$ cat src/rtl/fht_unload_pkg.sv
// Shared constants for the FHT result unloader: default widths, FSM state codes
// and the fetch-credit helper used to keep the two-line buffer from overflowing.
package fht_unload_pkg;

   localparam int D_BIT_DEF = 22;
   localparam int A_BIT_DEF = 8;

   localparam logic [1:0] UNL_IDLE  = 2'd0;
   localparam logic [1:0] UNL_RUN   = 2'd1;
   localparam logic [1:0] UNL_DRAIN = 2'd2;

   localparam logic [2:0] LINE_DEPTH = 3'd2;

   // Lines already held plus reads still travelling through the RAM pipeline.
   function automatic logic [2:0] lines_committed(input logic [1:0] held,
                                                  input logic       rd_addr_stage,
                                                  input logic       rd_data_stage);
      return {1'b0, held} + {2'b00, rd_addr_stage} + {2'b00, rd_data_stage};
   endfunction

endpackage

$ cat src/rtl/fht_unload_if.sv
// Bus between fht_unload, the fht_top external read ports and the result sink.
// The master modport is the unloader's view; slave is the environment's view.
interface fht_unload_if
   import fht_unload_pkg::*;
#(
   parameter int D_BIT = D_BIT_DEF,
   parameter int A_BIT = A_BIT_DEF
);
   logic               iSTART;
   logic [A_BIT-1:0]   oADDR_RD;
   logic [D_BIT-1:0]   iDATA_0;
   logic [D_BIT-1:0]   iDATA_1;
   logic [D_BIT-1:0]   iDATA_2;
   logic [D_BIT-1:0]   iDATA_3;
   logic [D_BIT-1:0]   oDATA;
   logic [A_BIT+1:0]   oIDX;
   logic               oVALID;
   logic               iREADY;
   logic               oLAST;
   logic               oBUSY;
   logic               oDONE;

   modport master (
      input  iSTART, iDATA_0, iDATA_1, iDATA_2, iDATA_3, iREADY,
      output oADDR_RD, oDATA, oIDX, oVALID, oLAST, oBUSY, oDONE
   );

   modport slave (
      output iSTART, iDATA_0, iDATA_1, iDATA_2, iDATA_3, iREADY,
      input  oADDR_RD, oDATA, oIDX, oVALID, oLAST, oBUSY, oDONE
   );
endinterface

$ cat src/rtl/fht_unload_buf.sv
// Two-entry FIFO of RAM lines (four words per line). A push while full is
// accepted only if an entry pops in the same clock.
module fht_unload_buf
   import fht_unload_pkg::*;
#(
   parameter int D_BIT = D_BIT_DEF
) (
   input  logic               iCLK,
   input  logic               iRESET,
   input  logic               i_push,
   input  logic               i_pop,
   input  logic [4*D_BIT-1:0] i_line,
   output logic [4*D_BIT-1:0] o_line,
   output logic [1:0]         o_count
);
   logic [4*D_BIT-1:0] r_mem [2];
   logic               r_wp;
   logic               r_rp;
   logic [1:0]         r_count;
   logic               w_push;
   logic               w_pop;

   // Qualify push/pop against occupancy.
   always_comb begin
      w_pop  = i_pop & (r_count != 2'd0);
      w_push = i_push & ((r_count != 2'd2) | w_pop);
   end

   // Storage, pointers and occupancy.
   always_ff @(posedge iCLK or negedge iRESET) begin
      if (!iRESET) begin
         r_mem[0] <= {(4*D_BIT){1'b0}};
         r_mem[1] <= {(4*D_BIT){1'b0}};
         r_wp     <= 1'b0;
         r_rp     <= 1'b0;
         r_count  <= 2'd0;
      end else begin
         if (w_push) begin
            r_mem[r_wp] <= i_line;
         end
         r_wp    <= r_wp ^ w_push;
         r_rp    <= r_rp ^ w_pop;
         r_count <= r_count + {1'b0, w_push} - {1'b0, w_pop};
      end
   end

   // Head entry and occupancy out.
   always_comb begin
      o_line  = r_mem[r_rp];
      o_count = r_count;
   end
endmodule

$ cat src/rtl/fht_unload.sv
// Reads the four RAM(A) banks of fht_top one line at a time and emits the N
// result points in natural order on a valid/ready stream.
module fht_unload
   import fht_unload_pkg::*;
#(
   parameter int D_BIT = D_BIT_DEF,
   parameter int A_BIT = A_BIT_DEF
) (
   input  logic         iCLK,
   input  logic         iRESET,
   fht_unload_if.master bus
);
   localparam int               IDX_W    = A_BIT + 2;
   localparam logic [A_BIT-1:0] ADDR_MAX = {A_BIT{1'b1}};
   localparam logic [IDX_W-1:0] IDX_MAX  = {IDX_W{1'b1}};

   logic [1:0]         r_state;
   logic [A_BIT-1:0]   r_addr;
   logic               r_rd_addr;
   logic               r_rd_data;
   logic [1:0]         r_wsel;
   logic [IDX_W-1:0]   r_idx;
   logic               r_done;

   logic [1:0]         w_state_nxt;
   logic [A_BIT-1:0]   w_addr_nxt;
   logic [1:0]         w_count;
   logic [4*D_BIT-1:0] w_line;
   logic               w_start;
   logic               w_fetch;
   logic               w_issue;
   logic               w_valid;
   logic               w_xfer;
   logic               w_pop;
   logic               w_last;

   // r_rd_addr: address on the RAM this clk; r_rd_data: its data arrives now.
   fht_unload_buf #(.D_BIT(D_BIT)) u_buf (
      .iCLK    (iCLK),
      .iRESET  (iRESET),
      .i_push  (r_rd_data),
      .i_pop   (w_pop),
      .i_line  ({bus.iDATA_3, bus.iDATA_2, bus.iDATA_1, bus.iDATA_0}),
      .o_line  (w_line),
      .o_count (w_count)
   );

   // Handshake, fetch-credit and end-of-stream decode.
   always_comb begin
      w_valid = (w_count != 2'd0);
      w_xfer  = w_valid & bus.iREADY;
      w_pop   = w_xfer & (r_wsel == 2'd3);
      w_last  = w_valid & (r_idx == IDX_MAX);
      w_start = (r_state == UNL_IDLE) & bus.iSTART;
      w_fetch = (r_state == UNL_RUN) &
                (lines_committed(w_count, r_rd_addr, r_rd_data) < LINE_DEPTH);
      w_issue = w_start | w_fetch;
   end

   // Next state and next read address.
   always_comb begin
      w_state_nxt = r_state;
      w_addr_nxt  = r_addr;
      case (r_state)
         UNL_IDLE: begin
            if (w_start) begin
               w_state_nxt = UNL_RUN;
               w_addr_nxt  = {A_BIT{1'b0}};
            end else begin
               w_state_nxt = UNL_IDLE;
            end
         end
         UNL_RUN: begin
            if (w_fetch) begin
               w_addr_nxt  = r_addr + A_BIT'(1);
               w_state_nxt = (w_addr_nxt == ADDR_MAX) ? UNL_DRAIN : UNL_RUN;
            end else begin
               w_state_nxt = UNL_RUN;
            end
         end
         UNL_DRAIN: begin
            if (w_xfer && w_last) begin
               w_state_nxt = UNL_IDLE;
               w_addr_nxt  = {A_BIT{1'b0}};
            end else begin
               w_state_nxt = UNL_DRAIN;
            end
         end
         default: begin
            w_state_nxt = UNL_IDLE;
            w_addr_nxt  = {A_BIT{1'b0}};
         end
      endcase
   end

   // FSM, read pipeline tracking, word select and index counters.
   always_ff @(posedge iCLK or negedge iRESET) begin
      if (!iRESET) begin
         r_state   <= UNL_IDLE;
         r_addr    <= {A_BIT{1'b0}};
         r_rd_addr <= 1'b0;
         r_rd_data <= 1'b0;
         r_wsel    <= 2'd0;
         r_idx     <= {IDX_W{1'b0}};
         r_done    <= 1'b0;
      end else begin
         r_state   <= w_state_nxt;
         r_addr    <= w_addr_nxt;
         r_rd_addr <= w_issue;
         r_rd_data <= r_rd_addr;
         r_done    <= (r_state == UNL_DRAIN) & w_xfer & w_last;
         if (w_start) begin
            r_wsel <= 2'd0;
            r_idx  <= {IDX_W{1'b0}};
         end else if (w_xfer) begin
            r_wsel <= r_wsel + 2'd1;
            r_idx  <= r_idx + IDX_W'(1);
         end
      end
   end

   // Stream outputs: word r_wsel of the head line is bank r_wsel.
   always_comb begin
      bus.oADDR_RD = r_addr;
      bus.oDATA    = w_line[r_wsel*D_BIT +: D_BIT];
      bus.oIDX     = r_idx;
      bus.oVALID   = w_valid;
      bus.oLAST    = w_last;
      bus.oBUSY    = (r_state != UNL_IDLE);
      bus.oDONE    = r_done;
   end
endmodule

$ cat src/flat_wrapper.sv
// flat-port wrapper written by rule: the top's interface ports become plain ports
module fht_unload_flat import fht_unload_pkg::*;
#(
   parameter int D_BIT = D_BIT_DEF,
   parameter int A_BIT = A_BIT_DEF
)
  (iCLK, iRESET, bus_iSTART, bus_iDATA_0, bus_iDATA_1, bus_iDATA_2, bus_iDATA_3, bus_iREADY, bus_oADDR_RD, bus_oDATA, bus_oIDX, bus_oVALID, bus_oLAST, bus_oBUSY, bus_oDONE);
  fht_unload_if #(.D_BIT(D_BIT), .A_BIT(A_BIT)) bus_i ();
  input  logic iCLK;
  input  logic iRESET;
  input wire logic [$bits(bus_i.iSTART)-1:0] bus_iSTART;
  input wire logic [$bits(bus_i.iDATA_0)-1:0] bus_iDATA_0;
  input wire logic [$bits(bus_i.iDATA_1)-1:0] bus_iDATA_1;
  input wire logic [$bits(bus_i.iDATA_2)-1:0] bus_iDATA_2;
  input wire logic [$bits(bus_i.iDATA_3)-1:0] bus_iDATA_3;
  input wire logic [$bits(bus_i.iREADY)-1:0] bus_iREADY;
  output wire logic [$bits(bus_i.oADDR_RD)-1:0] bus_oADDR_RD;
  output wire logic [$bits(bus_i.oDATA)-1:0] bus_oDATA;
  output wire logic [$bits(bus_i.oIDX)-1:0] bus_oIDX;
  output wire logic [$bits(bus_i.oVALID)-1:0] bus_oVALID;
  output wire logic [$bits(bus_i.oLAST)-1:0] bus_oLAST;
  output wire logic [$bits(bus_i.oBUSY)-1:0] bus_oBUSY;
  output wire logic [$bits(bus_i.oDONE)-1:0] bus_oDONE;
  assign bus_i.iSTART = bus_iSTART;
  assign bus_i.iDATA_0 = bus_iDATA_0;
  assign bus_i.iDATA_1 = bus_iDATA_1;
  assign bus_i.iDATA_2 = bus_iDATA_2;
  assign bus_i.iDATA_3 = bus_iDATA_3;
  assign bus_i.iREADY = bus_iREADY;
  assign bus_oADDR_RD = bus_i.oADDR_RD;
  assign bus_oDATA = bus_i.oDATA;
  assign bus_oIDX = bus_i.oIDX;
  assign bus_oVALID = bus_i.oVALID;
  assign bus_oLAST = bus_i.oLAST;
  assign bus_oBUSY = bus_i.oBUSY;
  assign bus_oDONE = bus_i.oDONE;
  fht_unload #(.D_BIT(D_BIT), .A_BIT(A_BIT)) u_core (.iCLK(iCLK), .iRESET(iRESET), .bus(bus_i));
endmodule
$ cat config.mk
export PLATFORM = sky130hd
export DESIGN_NAME = fht_unload_flat
export DESIGN_NICKNAME = d
export VERILOG_FILES = /design/src/rtl/fht_unload_pkg.sv /design/src/rtl/fht_unload_if.sv /design/src/rtl/fht_unload_buf.sv /design/src/rtl/fht_unload.sv /design/src/flat_wrapper.sv
export SDC_FILE = /design/constraint.sdc
export NUM_CORES = 1
export LEC_CHECK = 0
export ABC_AREA = 1
export ABC_CLOCK_PERIOD_IN_PS = 2500
export CELL_PAD_IN_SITES_DETAIL_PLACEMENT = 0
export CELL_PAD_IN_SITES_GLOBAL_PLACEMENT = 1
export CORE_MARGIN = 2
export CORE_UTILIZATION = 40
export CTS_BUF_LIST = sky130_fd_sc_hd__clkbuf_2
export DETAILED_ROUTE_END_ITERATION = 12
export PLACE_DENSITY_LB_ADDON = 0.1
export SYNTH_ARGS = -nofsm -noshare
export SYNTH_HDL_FRONTEND = slang
export SYNTH_SLANG_ARGS = --single-unit
$ cat constraint.sdc
create_clock -name iCLK -period 2.5 [get_ports iCLK]
set_clock_uncertainty 0.15 [all_clocks]
set_input_delay 0.75 -clock iCLK [delete_from_list [all_inputs] [get_ports iCLK]]
set_output_delay 0.75 -clock iCLK [all_outputs]
set_load 0.05 [all_outputs]
==> impl_metrics.json, run 1 <==
{
  "outcome": "finished, violations left",
  "violations": "negative setup slack",
  "cts_root_buffer": "clkbuf_2",
  "edf_count": 0,
  "clk_path_buf_depth": 3,
  "drc": 0,
  "drv_slew": 0,
  "drive_above_1_share_pct": 32.38,
  "ys_warn_count": 0,
  "r2r_slack_ns": 0.10,
  "warnings": 30,
  "lay_top_cells": "dfrtp_1, nand2_1, inv_1",
  "routedWlPerCell_um": 17.11,
  "clock-sinks": 205,
  "cts_buffers": 56,
  "setup_viol": 24,
  "power_density_nw_per_um2": 1527,
  "period_used_pct": 133.5,
  "grt_pass1_vias": 7838,
  "wirelength_mm": 27.60,
  "hold_viol": 0,
  "slew-limit-headroom_pct": 68.23,
  "min_period_ns": 3.337,
  "synthCells": 1042,
  "hp-class": "reg2reg",
  "grt_util_met2_pct": 35.44,
  "top_cells_by_area": "dfrtp_1, mux2_2, o21ai_0",
  "hp-start": "u_core.r_rd_addr",
  "via_per_inst": 4.854,
  "yosys_cells": 1042,
  "rsz0062_at_grt": "yes",
  "num_rows": 57,
  "whs_ns": 0.2267,
  "arrival_ns": 2.44,
  "crit_path_start_kind": "flop",
  "setup_ws_ns": -0.8368,
  "final_common_cell": "dfrtp_1",
  "num_io_pins": 136,
  "die_w_um": 159.8,
  "place_inst": 1492
}
run 1: where the power goes:
part	internal (mW)	switching (mW)	total [mW]
Clock	0.956	1.38	2.34
Sequential	4.91	0.760	5.67
Combinational	5.38	6.88	12.3
Total	11.3	9.02	20.3
run 1: routing by layer:
layer | wire (µm) | up-vias
li1 | - | 3904
met1 | 12290 | 3697
met5 | 0 | -
met3 | 1481 | 49
met2 | 13150 | 179
met4 | 678 | 0
run 1: cell families after synthesis:
kind of cell / after synthesis / share of synthesized area [%]
flip-flops: 205 / 52.86
XOR/XNOR: 4 / 0.3611
multiplexers: 88 / 10.21
buffers and inverters: 185 / 8.239
AND/OR/NAND/NOR: 243 / 10.80
AND-OR/OR-AND: 308 / 16.36
adder cells (fa/ha/maj): 9 / 1.160
run 1: Yosys cell counts, types with 5 or more instances:
cell type	n
a21oi_1	95
a31oi_1	24
buf_2	32
buf_4	7
buf_6	5
clkbuf_1	19
dfrtp_1	205
ha_1	9
inv_1	113
inv_2	8
mux2_2	88
nand2_1	163
nand3_1	18
nor2_1	45
o21ai_0	139
o21ai_1	47
run 1: final cells by class:
cell class	count	area (µm²)
fill	2237	10760
sequential	205	5141
multi-input combinational	652	4292
timing repair buffer	208	2477
inverter	121	461.7
clock buffer	92	460.4
tap	324	405.4
clock inverter	10	37.54
antenna	1	2.502
run 1: worst max path at each step:
stage	end	from	slack (ns)
2_1_floorplan	bus_oLAST	u_core.bus.oIDX[1]	0.01
3_3_place_gp	u_core.u_buf.r_mem[30]	bus_iREADY	-0.27
3_5_place_dp	u_core.u_buf.r_mem[152]	bus_iREADY	-0.28
4_1_cts	bus_oDATA[13]	u_core.u_buf.r_rp	-0.93
5_1_grt	bus_oDATA[17]	u_core.u_buf.r_rp	-0.99
6_report	bus_oDATA[7]	u_core.u_buf.r_rp	-0.84
run 1: timing repair:
action / 4_1_cts / 5_1_grt
setup buffers: 6 / 9
endpoints found under the hold margin: 44 / 0
pin swaps: 15 / 8
gates resized: 145 / 72
cloned: 1 / 2
endpoints found under the setup margin: 39 / 32
hold buffers: 1 / 0
run 1: state kept, by name (all words and copies together), names as in the netlist:
register and count:
u_core.u_buf.r_mem 176, u_core.bus.oIDX 10, u_core.bus.oADDR_RD 8, u_core.r_state 2, u_core.r_wsel 2, u_core.u_buf.o_count 2
u_core.bus.oDONE 1, u_core.r_rd_addr 1, u_core.r_rd_data 1, u_core.u_buf.r_rp 1, u_core.u_buf.r_wp 1
run 1: worst max-delay path, stage by stage (launching register included):
cell and delay, ns:
dfrtp_2 0.51, inv_6 0.09, buf_12 0.17, a21oi_2 0.13, o21ai_2 0.09, nand2_2 0.10, nor2_1 0.07, a31oi_2 0.28
buf_12 0.18
run 1: per-stage QoR:
step / util, % / setup WS, ns / setup TNS [ns] / power (mW)
2_1_floorplan: - / 0.009628 / 0 / 12.06
3_3_place_gp: 50.63 / -0.2698 / -43.12 / 16.58
3_5_place_dp: 50.63 / -0.2827 / -43.99 / 16.73
4_1_cts: 53.77 / -0.9294 / -19.71 / 19.74
5_1_grt: 55.24 / -0.9949 / -21.34 / 21.61
6_report: 55.24 / -0.8368 / -17.53 / 20.27
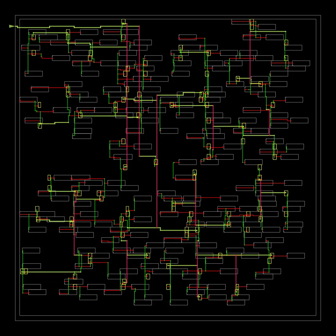
Run 1: clock routing
clk_lat worst skew: 0.80 ns
P_clk: 2.34 mW

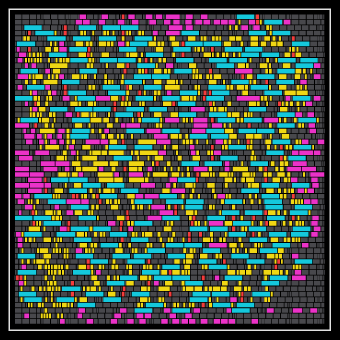
Run 1: placement by cell class
Drawn at 2 px/µm. Fill, decap, tap and diode cells in grey.
[magenta] remaining buffers and delay cells | cells: 208 | share of their area: 19%
[red] clock drivers and dummy loads | cells: 102 | share of their area: 3.9%
[yellow] remaining logic cells | cells: 773 | share of their area: 37%
[cyan] registers | cells: 205 | share of their area: 40%

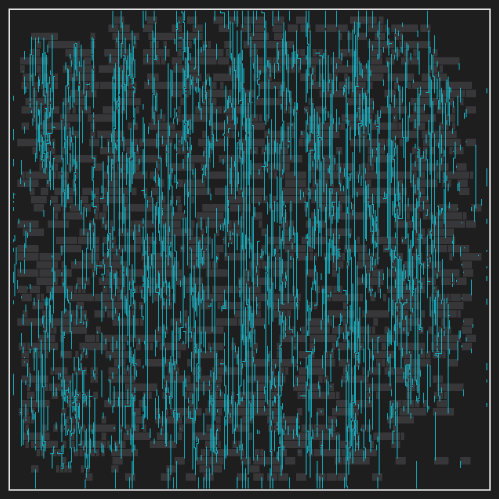
Run 1: M2 wires
Drawn at 3 px/µm. Cells faint in the background.
main direction: vertical
longest straight run: 89.8 µm
nets with wire on the layer: 1109
share of all routed wire: 48%

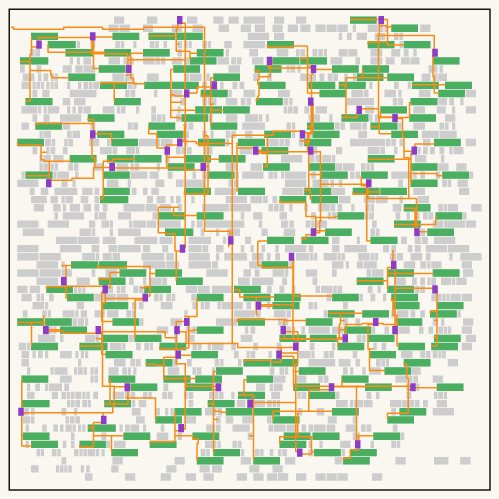
Run 1: routed clock nets over the placement
Drawn at 3 px/µm.
[orange] clock wires | length: 3000 µm
[purple] clock-net drivers | count: 56
[green] flip-flops | count: 205
flops lie: all over the die

==> inputs of run 2 (changes only) <==
--- a/config.mk
+++ b/config.mk
@@ -14,6 +14,7 @@
 export CTS_BUF_LIST = sky130_fd_sc_hd__clkbuf_2
 export DETAILED_ROUTE_END_ITERATION = 12
 export PLACE_DENSITY_LB_ADDON = 0.1
+export SLEW_MARGIN = 10
 export SYNTH_ARGS = -nofsm -noshare
 export SYNTH_HDL_FRONTEND = slang
 export SYNTH_SLANG_ARGS = --single-unit
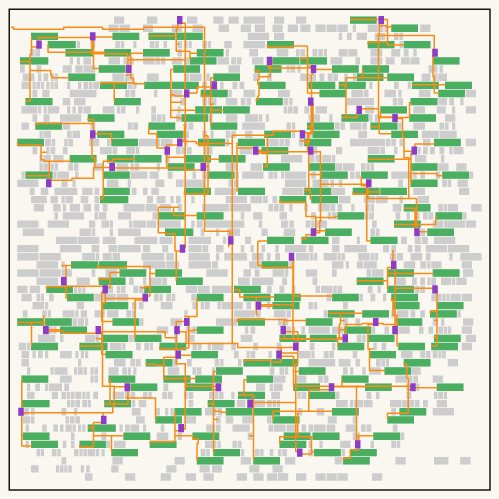
Run 2: routed clock nets over the placement
Drawn at 3 px/µm.
[purple] clock-net drivers | count: 56
[orange] clock wires | length: 3000 µm
[green] flip-flops | count: 205
routed clock nets: 57
flops lie: all over the die

==> run 2 against run 1 <==
Compared with the run above: the run still ends with negative setup slack left; first-iteration DRC count did not move; sequential cell count did not move; via count did not move; sequential power barely moved; sequential share of layout area did not move; clock power barely moved; synthesized cell count did not move; area after synthesis did not move; global-route usage did not move; core utilization did not move; critical path depth did not move; non-clock buffer count did not move; largest cell class unchanged; highest routed layer unchanged.
==> impl_metrics.json, run 2 <==
{
  "rsz0062_at_grt": "yes",
  "ys_warn_count": 0,
  "clkPwrFrac_pct": 11.5,
  "pre_cts_ws_ns": -0.2827,
  "routedWlPerCell_um": 17.11,
  "clk_latency_ns": 0.80,
  "drive_above_1_share_pct": 32.38,
  "warnings": 30,
  "yosys_cells": 1042,
  "top_register": "u_core.u_buf.r_mem",
  "wirelength_mm": 27.60,
  "setup_viol": 24,
  "die_w_um": 159.8,
  "period_used_pct": 133.5,
  "crit_path_max_incr_delay_ns": 0.51,
  "hp-class": "reg2reg",
  "min_period_ns": 3.337,
  "netlist_top_cells_count": "dfrtp_1, nand2_1, o21ai_0",
  "final_common_cell": "dfrtp_1",
  "slew-limit-headroom_pct": 68.23,
  "outcome": "finished, violations left",
  "via_per_inst": 4.854,
  "power_density_nw_per_um2": 1527,
  "slowest_stage": "dfrtp_2",
  "arrival_ns": 2.44,
  "path_cells": "inv_6, buf_12, a21oi_2, o21ai_2, nand2_2, nor2_1, a31oi_2, buf_12",
  "violations": "negative setup slack",
  "crit_family": "flip-flops",
  "setup_ws_ns": -0.8368,
  "num_io_pins": 136
}
## run 2: final cells by class
class	count	area, µm²
Multi-Input combinational cell	652	4292
Sequential cell	205	5141
Clock buffer	92	460.4
Clock inverter	10	37.54
Antenna cell	1	2.502
Inverter	121	461.7
Timing Repair Buffer	208	2477
Tap cell	324	405.4
Fill cell	2237	10760
## run 2: per-stage QoR
stage / TNS [ns] / instances / util (%)
5_1_grt: -21.34 / 1613 / 55.24
4_1_cts: -19.71 / 1601 / 53.77
3_3_place_gp: -43.12 / 1492 / 50.63
6_report: -17.53 / 1613 / 55.24
3_5_place_dp: -43.99 / 1492 / 50.63
2_1_floorplan: 0 / 1042 / -
## run 2: path summary, 6_finish.rpt
path | from | to
max in group asynchronous | iRESET | u_core.bus.oADDR_RD[3]
min | u_core.r_rd_addr | u_core.r_rd_data
min in group asynchronous | iRESET | u_core.u_buf.r_mem[47]
max | u_core.u_buf.r_rp | bus_oDATA[7]
min reg2reg | u_core.r_rd_addr | u_core.r_rd_data
max reg2reg | u_core.r_wsel[0] | u_core.u_buf.r_mem[152]
## run 2: routing by layer
metal,up-vias,part of all wire [%]
met3,49,5.4
met1,3697,45
li1,3904,-
met2,179,48
met4,0,2.5
met5,-,0
## run 2: power by group through the flow
stage	logic (mW)	clock network [mW]	registers (mW)
finish	12.3	2.34	5.67
global route	13.2	2.60	5.85
CTS	11.7	2.44	5.64
detailed placement	11.0	0	5.68
global placement	10.9	0	5.63
floorplan	6.37	0	5.69
## run 2: logic make-up (layout without fill, tap and decap cells)
| family | Yosys count | after routing | share of synthesized area, % |
|---|---|---|---|
| flip-flops | 205 | 205 | 52.86 |
| other | 0 | 1 | 0 |
| AND/OR/NAND/NOR | 243 | 243 | 10.80 |
| XOR/XNOR | 4 | 4 | 0.3611 |
| buffers and inverters | 185 | 431 | 8.239 |
| multiplexers | 88 | 88 | 10.21 |
| adder cells (fa/ha/maj) | 9 | 9 | 1.160 |
| AND-OR/OR-AND | 308 | 308 | 16.36 |
## run 2: what timing repair did
action                                  CTS  global route
hold buffers                              1             0
endpoints found under the setup margin   39            32
resized                                 145            72
pin swaps                                15             8
setup buffers                             6             9
hold endpoints to repair                 44             0
gates cloned                              1             2
Power is estimated from default activity; no workload was simulated.
